**src/rtl/trap_sequencer.sv**
```systemverilog
// Trap/return sequencer: arbitrates exceptions, mret and the synchronised external
// interrupt, then redirects the PC and drains the pipeline for a fixed number of cycles.
module trap_sequencer #(
  parameter int TRAP_FLUSH_CYCLES = 2,
  parameter int IRQ_SYNC_STAGES   = 2
) (
  input  logic        i_clk,
  input  logic        i_rst,
  input  logic        i_clk_en,
  input  logic [3:0]  i_exception_code_f_d_ff,
  input  logic [3:0]  i_exception_code_e_m_ff,
  input  logic        i_mret_e,
  input  logic [31:0] i_mtvec,
  input  logic [31:0] i_mepc,
  input  logic [31:0] i_mie,
  input  logic        i_ext_irq,
  output logic        o_pc_redirect,
  output logic [31:0] o_redirect_pc,
  output logic        o_flush_f_d,
  output logic        o_flush_d_e,
  output logic        o_flush_e_m,
  output logic        o_irq_take,
  output logic        o_busy
);

  localparam logic [3:0] NO_E       = 4'hF;
  localparam logic [3:0] FLUSH_INIT = 4'(TRAP_FLUSH_CYCLES);

  typedef enum logic [1:0] {IDLE, TRAP, RET, DRAIN} state_t;

  state_t                     state;
  logic [3:0]                 cnt;
  logic                       trap_is_irq;
  logic [IRQ_SYNC_STAGES-1:0] sync_q;
  logic                       irq_sync;
  logic                       exc_e_m, exc_f_d, irq_req;

  // Free-running synchroniser: keeps sampling even while the clock enable is low.
  always_ff @(posedge i_clk or posedge i_rst) begin
    if (i_rst) sync_q <= '0;
    else       sync_q <= {sync_q[IRQ_SYNC_STAGES-2:0], i_ext_irq};
  end

  assign irq_sync = sync_q[IRQ_SYNC_STAGES-1];
  assign exc_e_m  = (i_exception_code_e_m_ff != NO_E);
  assign exc_f_d  = (i_exception_code_f_d_ff != NO_E);
  assign irq_req  = irq_sync & i_mie[11];

  always_ff @(posedge i_clk or posedge i_rst) begin
    if (i_rst) begin
      state       <= IDLE;
      cnt         <= '0;
      trap_is_irq <= 1'b0;
    end else if (i_clk_en) begin
      case (state)
        IDLE: begin
          if (exc_e_m || exc_f_d) begin
            state       <= TRAP;
            trap_is_irq <= 1'b0;
          end else if (i_mret_e) begin
            state <= RET;
          end else if (irq_req) begin
            state       <= TRAP;
            trap_is_irq <= 1'b1;
          end
        end
        TRAP, RET: begin
          state       <= DRAIN;
          cnt         <= FLUSH_INIT;
          trap_is_irq <= 1'b0;
        end
        DRAIN: begin
          // Inputs here belong to squashed instructions and are ignored.
          cnt <= cnt - 4'd1;
          if (cnt <= 4'd1) state <= IDLE;
        end
        default: state <= IDLE;
      endcase
    end
  end

  always_comb begin
    o_pc_redirect = 1'b0;
    o_redirect_pc = '0;
    o_flush_f_d   = 1'b0;
    o_flush_d_e   = 1'b0;
    o_flush_e_m   = 1'b0;
    o_irq_take    = 1'b0;
    o_busy        = (state != IDLE);
    case (state)
      TRAP: begin
        o_pc_redirect = 1'b1;
        o_redirect_pc = {i_mtvec[31:2], 2'b00};
        o_flush_f_d   = 1'b1;
        o_flush_d_e   = 1'b1;
        o_flush_e_m   = 1'b1;
        o_irq_take    = trap_is_irq;
      end
      RET: begin
        // mret itself retires, so the E/M register is kept.
        o_pc_redirect = 1'b1;
        o_redirect_pc = {i_mepc[31:1], 1'b0};
        o_flush_f_d   = 1'b1;
        o_flush_d_e   = 1'b1;
      end
      DRAIN:   o_flush_f_d = 1'b1;
      default: ;
    endcase
  end

endmodule

```
**config.mk**
```make
export PLATFORM = sky130hd
export DESIGN_NAME = trap_sequencer
export DESIGN_NICKNAME = d
export VERILOG_FILES = /design/src/rtl/trap_sequencer.sv
export SDC_FILE = /design/constraint.sdc
export NUM_CORES = 1
export LEC_CHECK = 0
export CAP_MARGIN = 15
export CORE_MARGIN = 2
export CORE_UTILIZATION = 24
export DETAILED_ROUTE_END_ITERATION = 10
export PLACE_DENSITY = 0.84
export SLEW_MARGIN = 20
export SYNTH_ARGS = -nofsm -noshare
export SYNTH_HDL_FRONTEND = slang
export SYNTH_SLANG_ARGS = --single-unit
```
**constraint.sdc**
```tcl
create_clock -name i_clk -period 5.4 [get_ports i_clk]
set_clock_uncertainty 0.05 [all_clocks]
set_input_delay 1.08 -clock i_clk [delete_from_list [all_inputs] [get_ports i_clk]]
set_output_delay 1.08 -clock i_clk [all_outputs]
set_load 0.01 [all_outputs]
```
Fig. 1: routing congestion map
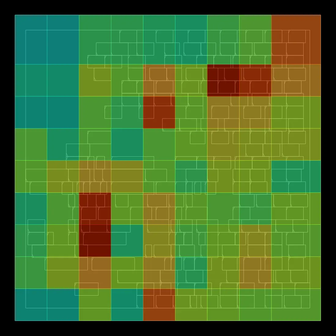
GR peak layer: met2
met2 Use GR: 0.264
Routed WL per cell: 15.1 um
met3 track demand over resource: 0.0545

Fig. 2: met3 routing
Scale: 4 px per um.
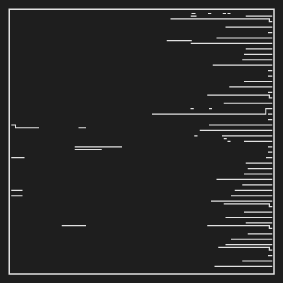
longest straight run = 28.3 um
wire length on this layer = 490 um
nets with wire on the layer = 60
main direction = horizontal
share of all routed wire = 13%
via count: 1,256
WL final: 3880 um

Fig. 3: M2 wires
Scale: 4 px per um. Cells faint in the background.
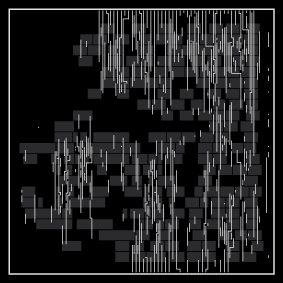
main direction = vertical
share of all routed wire = 45%

Fig. 4: cells by drive strength
Scale: 8 px per um.
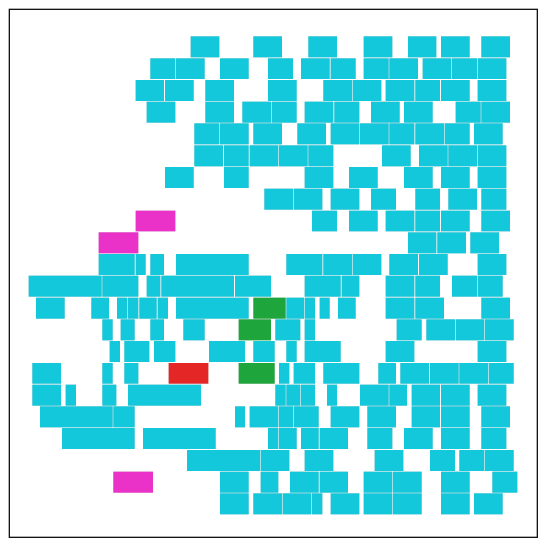
x1 and smaller -> cyan  # cells 203, most used clkdlybuf4s50_1
x3 and x4 -> red  # cells 1, most used nor2b_4
x6 and larger -> magenta  # cells 3, most used clkbuf_8
x2 -> green  # cells 3, most used mux2_2
final worst slack: 1.37 ns
Syn-to-layout area delta: 128%
post-route cell area: 2090 um2
Non-clock buffers: 111

Fig. 5: selected gate families
Scale: 8 px per um.
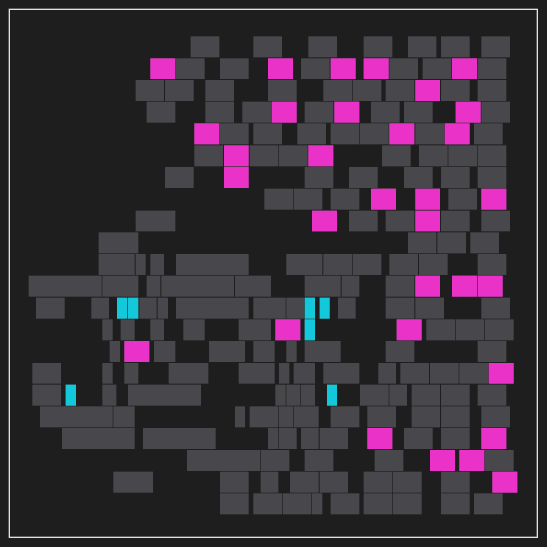
inv cells -> cyan  # cells 7, most used inv_1
non-inverting ao/oa cells -> magenta  # cells 32, most used a22o_1
logic share of the area: 0.297
dominant logic cell type in the layout: clkdlybuf4s50_1
Layout Cells excl Fill: 258

==> impl_metrics.csv <==
group,metric,value,unit
synthesis,synth_area,917,um2
setup_path,r2r_end,"cnt[3]$_DFFE_PP0P_",
power,p_per_area,444,nW/um2
power,ir_drop,0.172,mV
run,tool_warnings,66,
setup_path,cpPeakStageDelay,0.89,ns
setup_path,crit_required,4.27,ns
min_path,min_from,"sync_q[0]$_DFF_PP0_",
timing,slew-limit-headroom,0.281,
grt,use_met1,0.194,
timing,timing.fmax,248,MHz
setup_path,critPathMaxFanout,30,
synthesis,ys.warnings.count,0,
setup_path,cp.depth,5,
setup_path,startpoint,"state[0]$_DFFE_PP0P_",
grt,grt_pass1_vias,1144,
grt,grt_pass1_wl,5540,um
outcome,status,"finished clean",
timing,holdWs,0.295,ns
timing,tns,0,ns
min_path,min_to,"sync_q[1]$_DFF_PP0_",
placed_design,place_area,2040,um2
setup_path,rrSetupSlack,3.69,ns
setup_path,critPathBufInv,2,
synthesis,syn_avg_cell_area,8.82,um2
synthesis,edf_count,0,
routing,drt_first_pass_iters,4,
clock_network,hold_buffers,0,
power,leakage,0.854,nW
routing,wl_met2,1750,um
floorplan,die_y,65.8,um
timing,period_minus_slack,4.03,ns
placed_design,place.gp.congestion,0.826,
clock_network,cts-resized-gates,0,
synthesis,ff_type,"dfrtp_1",
synthesis,ys_chip_area,917,um2
setup_path,critPathCapture,"o_redirect_pc[7]",
clock_network,clock-sinks,9,
-- worst register-to-register path, cell delays in order, from the launching register on --
cell and delay (ns):
dfrtp_1 0.41, inv_1 0.11, ha_1 0.29, nor2b_4 0.17, nand2_1 0.07, or4_1 0.40
o21ai_1 0.13
-- report_power, final --
| group | internal (mW) | switching, mW | total, mW | leakage, nW |
|---|---|---|---|---|
| registers | 0.0874 | 0.0228 | 0.110 | 0.111 |
| clock network | 0.0514 | 0.0263 | 0.0777 | 0.0228 |
| logic | 0.420 | 0.319 | 0.739 | 0.720 |
| total | 0.559 | 0.368 | 0.927 | 0.854 |
-- cell usage after synthesis (2+ instances only) --
library cell,number,area share
and2_1,3,0.020
nand4_1,2,0.014
nand3_1,3,0.016
mux2_2,2,0.025
ha_1,8,0.11
o21ai_0,5,0.027
dfrtp_1,9,0.25
nand2_1,5,0.020
buf_4,3,0.025
nor2_1,4,0.016
clkbuf_1,6,0.025
a22o_1,30,0.29
or2b_1,2,0.016
inv_1,7,0.029
-- registers in the layout (all words and copies together) (netlist names) --
register     flops
cnt              4
state            2
sync_q           2
trap_is_irq      1
-- final cells by class --
| class | instances | area, um2 |
|---|---|---|
| clock buffers | 4 | 45.0 |
| inverters | 7 | 26.3 |
| flip-flops and latches | 9 | 225 |
| fillers | 346 | 1570 |
| well taps | 48 | 60.1 |
| repair buffers | 111 | 1110 |
| multi-input cells | 79 | 621 |
-- cells by family (layout without fill, tap and decap cells) --
logic type      count (synthesis)  in the layout  synth area share
compound gates                 43             43             0.383
simple gates                   25             25             0.156
buf+inv                        16            122            0.0778
flops                           9              9             0.246
fa+ha+maj                       8              8             0.109
mux                             2              2            0.0246
other cells                     1              1           0.00409
Power figures rest on the tool's default switching activity, not on a simulated workload.
